**Power grid**

Bar = 20 um. Pins as bars on the die edge.
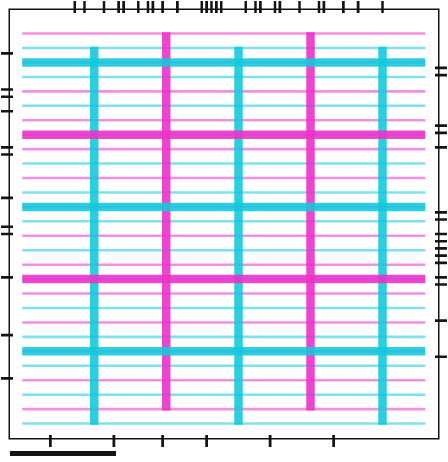
**Cell classes on the final placement**

Bar = 20 um.
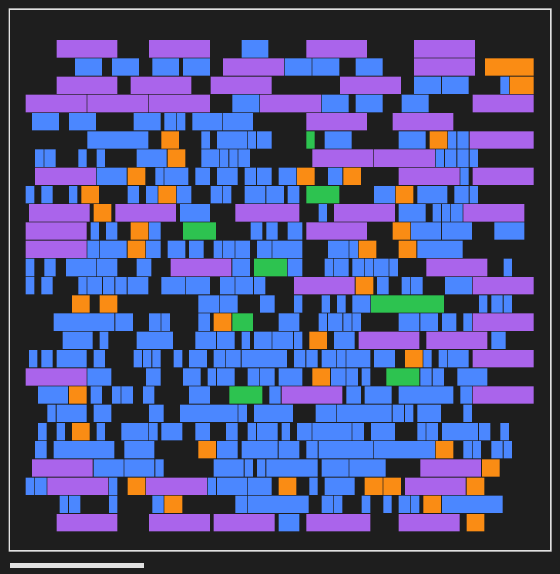
**Clock network drawn from the DEF**

Bar = 20 um.
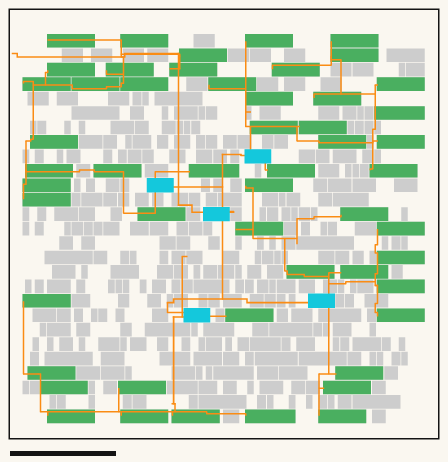
**Wiring by layer**

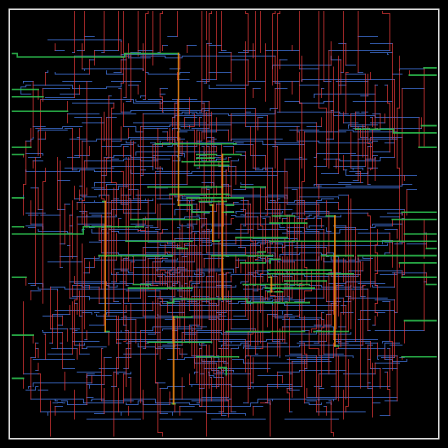
===== src/rtl/alu_sequencer.sv =====
// Multi-cycle register-to-register ALU sequencer: READ -> EXEC|MUL -> WB.
// Optional macro ALU_MUL_EN adds the MUL state and shift-add multiplier for op 8.
module alu_sequencer #(
  parameter int DATA_W = 8,
  parameter int SEL_W  = 4
) (
  input  logic              clk,
  input  logic              rst,
  input  logic              instr_valid,
  input  logic [15:0]       instr,
  output logic              instr_ready,
  output logic [SEL_W-1:0]  A_sel,
  output logic [SEL_W-1:0]  B_sel,
  input  logic [DATA_W-1:0] A,
  input  logic [DATA_W-1:0] B,
  output logic [DATA_W-1:0] replaceData,
  output logic [SEL_W-1:0]  replaceSel,
  output logic              replaceEn,
  output logic              carry,
  output logic              zero,
  output logic              done
);
  localparam logic [3:0] OP_ADD = 4'd0, OP_SUB = 4'd1, OP_AND = 4'd2, OP_OR  = 4'd3,
                         OP_XOR = 4'd4, OP_SHL = 4'd5, OP_SHR = 4'd6, OP_MOV = 4'd7;

  typedef enum logic [2:0] {
    S_IDLE, S_READ, S_EXEC,
`ifdef ALU_MUL_EN
    S_MUL,
`endif
    S_WB
  } state_t;

  state_t              state_q, state_d;
  logic [3:0]          op_q, op_d;
  logic [SEL_W-1:0]    dst_q, dst_d, a_sel_q, a_sel_d, b_sel_q, b_sel_d, rep_sel_q, rep_sel_d;
  logic [DATA_W-1:0]   opa_q, opa_d, opb_q, opb_d, res_q, res_d;
  logic                rep_en_q, rep_en_d, done_q, done_d, ready_q, ready_d;
  logic                carry_q, carry_d, zero_q, zero_d, cpend_q, cpend_d;
  logic [DATA_W:0]     ext;
  logic [DATA_W-1:0]   alu_r;
  logic                alu_c, alu_wr;

`ifdef ALU_MUL_EN
  localparam int CNT_W = $clog2(DATA_W) + 1;
  localparam logic [3:0] OP_MUL = 4'd8;
  logic [2*DATA_W-1:0] prod_q, prod_d, prod_n;
  logic [CNT_W-1:0]    cnt_q, cnt_d;
  logic [DATA_W:0]     msum;
`endif

  // Single-cycle ALU on the captured operands; alu_wr=0 marks a NOP
  always_comb begin
    ext    = '0;
    alu_r  = '0;
    alu_c  = 1'b0;
    alu_wr = 1'b1;
    case (op_q)
      OP_ADD: begin ext = {1'b0, opa_q} + {1'b0, opb_q}; alu_r = ext[DATA_W-1:0]; alu_c = ext[DATA_W]; end
      OP_SUB: begin ext = {1'b0, opa_q} - {1'b0, opb_q}; alu_r = ext[DATA_W-1:0]; alu_c = ext[DATA_W]; end
      OP_AND: alu_r = opa_q & opb_q;
      OP_OR:  alu_r = opa_q | opb_q;
      OP_XOR: alu_r = opa_q ^ opb_q;
      OP_SHL: begin alu_r = opa_q << 1; alu_c = opa_q[DATA_W-1]; end
      OP_SHR: begin alu_r = opa_q >> 1; alu_c = opa_q[0]; end
      OP_MOV: alu_r = opa_q;
      default: alu_wr = 1'b0;
    endcase
  end

  always_comb begin
    state_d   = state_q;
    op_d      = op_q;
    dst_d     = dst_q;
    a_sel_d   = a_sel_q;
    b_sel_d   = b_sel_q;
    opa_d     = opa_q;
    opb_d     = opb_q;
    res_d     = res_q;
    rep_sel_d = rep_sel_q;
    cpend_d   = cpend_q;
    carry_d   = carry_q;
    zero_d    = zero_q;
    ready_d   = ready_q;
    rep_en_d  = 1'b0;
    done_d    = 1'b0;
`ifdef ALU_MUL_EN
    prod_d = prod_q;
    cnt_d  = cnt_q;
    // Shift-add step: add multiplicand into the high half when LSB set, then shift right
    msum   = {1'b0, prod_q[2*DATA_W-1:DATA_W]} + (prod_q[0] ? {1'b0, opa_q} : '0);
    prod_n = {msum, prod_q[DATA_W-1:1]};
`endif
    case (state_q)
      S_IDLE: if (instr_valid && ready_q) begin
        op_d    = instr[15:12];
        dst_d   = instr[8 +: SEL_W];
        a_sel_d = instr[4 +: SEL_W];
        b_sel_d = instr[0 +: SEL_W];
        ready_d = 1'b0;
        state_d = S_READ;
      end
      S_READ: begin
        opa_d   = A;
        opb_d   = B;
        state_d = S_EXEC;
`ifdef ALU_MUL_EN
        if (op_q == OP_MUL) begin
          prod_d  = {{DATA_W{1'b0}}, B};
          cnt_d   = '0;
          state_d = S_MUL;
        end
`endif
      end
      S_EXEC: begin
        rep_en_d  = alu_wr;
        done_d    = 1'b1;
        rep_sel_d = dst_q;
        if (alu_wr) begin
          res_d   = alu_r;
          cpend_d = alu_c;
        end
        state_d = S_WB;
      end
`ifdef ALU_MUL_EN
      S_MUL: begin
        prod_d = prod_n;
        cnt_d  = cnt_q + CNT_W'(1);
        if (cnt_q == CNT_W'(DATA_W - 1)) begin
          res_d     = prod_n[DATA_W-1:0];
          cpend_d   = |prod_n[2*DATA_W-1:DATA_W];
          rep_en_d  = 1'b1;
          done_d    = 1'b1;
          rep_sel_d = dst_q;
          state_d   = S_WB;
        end
      end
`endif
      S_WB: begin
        // Flags trail the write strobe by one cycle and only move for writing ops
        if (rep_en_q) begin
          carry_d = cpend_q;
          zero_d  = (res_q == '0);
        end
        ready_d = 1'b1;
        state_d = S_IDLE;
      end
      default: begin
        ready_d = 1'b1;
        state_d = S_IDLE;
      end
    endcase
  end

  always_ff @(posedge clk or posedge rst) begin
    if (rst) begin
      state_q   <= S_IDLE;
      op_q      <= '0;
      dst_q     <= '0;
      a_sel_q   <= '0;
      b_sel_q   <= '0;
      opa_q     <= '0;
      opb_q     <= '0;
      res_q     <= '0;
      rep_sel_q <= '0;
      cpend_q   <= 1'b0;
      carry_q   <= 1'b0;
      zero_q    <= 1'b0;
      ready_q   <= 1'b1;
      rep_en_q  <= 1'b0;
      done_q    <= 1'b0;
`ifdef ALU_MUL_EN
      prod_q    <= '0;
      cnt_q     <= '0;
`endif
    end else begin
      state_q   <= state_d;
      op_q      <= op_d;
      dst_q     <= dst_d;
      a_sel_q   <= a_sel_d;
      b_sel_q   <= b_sel_d;
      opa_q     <= opa_d;
      opb_q     <= opb_d;
      res_q     <= res_d;
      rep_sel_q <= rep_sel_d;
      cpend_q   <= cpend_d;
      carry_q   <= carry_d;
      zero_q    <= zero_d;
      ready_q   <= ready_d;
      rep_en_q  <= rep_en_d;
      done_q    <= done_d;
`ifdef ALU_MUL_EN
      prod_q    <= prod_d;
      cnt_q     <= cnt_d;
`endif
    end
  end

  assign instr_ready = ready_q;
  assign A_sel       = a_sel_q;
  assign B_sel       = b_sel_q;
  assign replaceData = res_q;
  assign replaceSel  = rep_sel_q;
  assign replaceEn   = rep_en_q;
  assign carry       = carry_q;
  assign zero        = zero_q;
  assign done        = done_q;
endmodule


===== config.mk =====
export PLATFORM = sky130hd
export DESIGN_NAME = alu_sequencer
export DESIGN_NICKNAME = d
export VERILOG_FILES = /design/src/rtl/alu_sequencer.sv
export SDC_FILE = /design/constraint.sdc
export NUM_CORES = 1
export LEC_CHECK = 0
export ABC_CLOCK_PERIOD_IN_PS = 2080
export CAP_MARGIN = 25
export CORE_MARGIN = 2
export CORE_UTILIZATION = 58
export DETAILED_ROUTE_END_ITERATION = 16
export DONT_BUFFER_PORTS = 1
export PLACE_DENSITY_LB_ADDON = 0.08
export REMOVE_ABC_BUFFERS = 1
export SETUP_SLACK_MARGIN = 0.2
export SYNTH_ARGS = -nofsm -noshare
export SYNTH_HDL_FRONTEND = slang
export SYNTH_SLANG_ARGS = --single-unit

===== constraint.sdc =====
create_clock -name clk -period 2.08 [get_ports clk]
set_input_delay 0.312 -clock clk [delete_from_list [all_inputs] [get_ports clk]]
set_output_delay 0.312 -clock clk [all_outputs]
set_load 0.02 [all_outputs]

==> reports/metrics.yaml <==
arrival_ns: 2.33
critPathLaunch: "opb_q[0]"
comb.multi_input.count: 258
min_path_cells: 2
grtUsageMet1: 0.350
preCtsSetupSlack_ns: -0.0513
critPathRequiredTime_ns: 2.32
status: "finished with violations"
powerSeq_uw: 2270
gp_congestion: 0.960
antenna_found_initial: 0
tns_ns: -0.00861
insertedDiodeCount: 0
whs_ns: 0.117
r2r-start: "opb_q[0]"
worst_slack_ns: -0.00861
hp-class: "input port to flop"
total_power_uw: 7820
cp_max_fo: 3
relSlewSlack: 0.704
path_depth: 6
cap_viol_max_count: 0
worstSetupPathType: "flop to flop"
dieWidth_um: 80.6
yosys_cells: 356
power_density_nw_per_um2: 1980
xor_area_frac: 0.0180
finalSetupViolations: 1
cts_setup_buffers: 6
portBuffers: 0
holdBufCountCts: 1
synth-seq-cells: 52
cp-end-kind: "flop"
ys_seq_frac: 0.383
hold_viol: 0
r2r_end: "replaceData[1]"
comb_area_um2: 2050
skew_ns: 0.00377
vias: 2728
synth-edff-count: 0
drcViolationCount: 0
seqCellArea_um2: 1310
simple_gate_area_frac: 0.156
clkTransAtPathRegs_ns: 0.10
whs_endpoint: "opb_q[7]"
place_hpwl_mm: 6.05
violations: "negative setup slack"
die_h_um: 80.6
switchingPower_uw: 3660
p_int_uw: 4160
warnings: 47
top_area_frac: 0.375
clk-insertion-delay-late_ns: 0.31
netlist_instances: 356
max_freq_ghz: 0.479
num_tap_cells: 72
## Picture notes: 'power grid'
- magenta: VDD
- cyan: VSS
- met5 straps: 5
- met1 rails: 28
- signal pins: 60
- met4 straps: 5

## Picture notes: 'cell classes on the final placement'
- orange: other buffers and delay cells (cells 37; share of their area 7.6%)
- green: clock drivers and dummy loads (cells 8; share of their area 2.9%)
- blue: all other logic (cells 285; share of their area 56%)
- purple: flip-flops (cells 52; share of their area 34%)
sequential cell area share: 0.330
site row count: 27
Final Util: 0.708
core area: 5570 um2
fin area: 3950 um2

## Picture notes: 'clock network drawn from the DEF'
- cyan: cells driving clock nets (count 5)
- green: flip-flops (count 52)
- orange: clock wires (length 637 um)
- routed clock nets: 6
- flops lie: spread over the die

## Picture notes: 'wiring by layer'
- green: met3 (wire length 561 um)
- blue: met1 (wire length 3,520 um)
- orange: met4 (wire length 131 um)
- red: met2 (wire length 3,990 um)

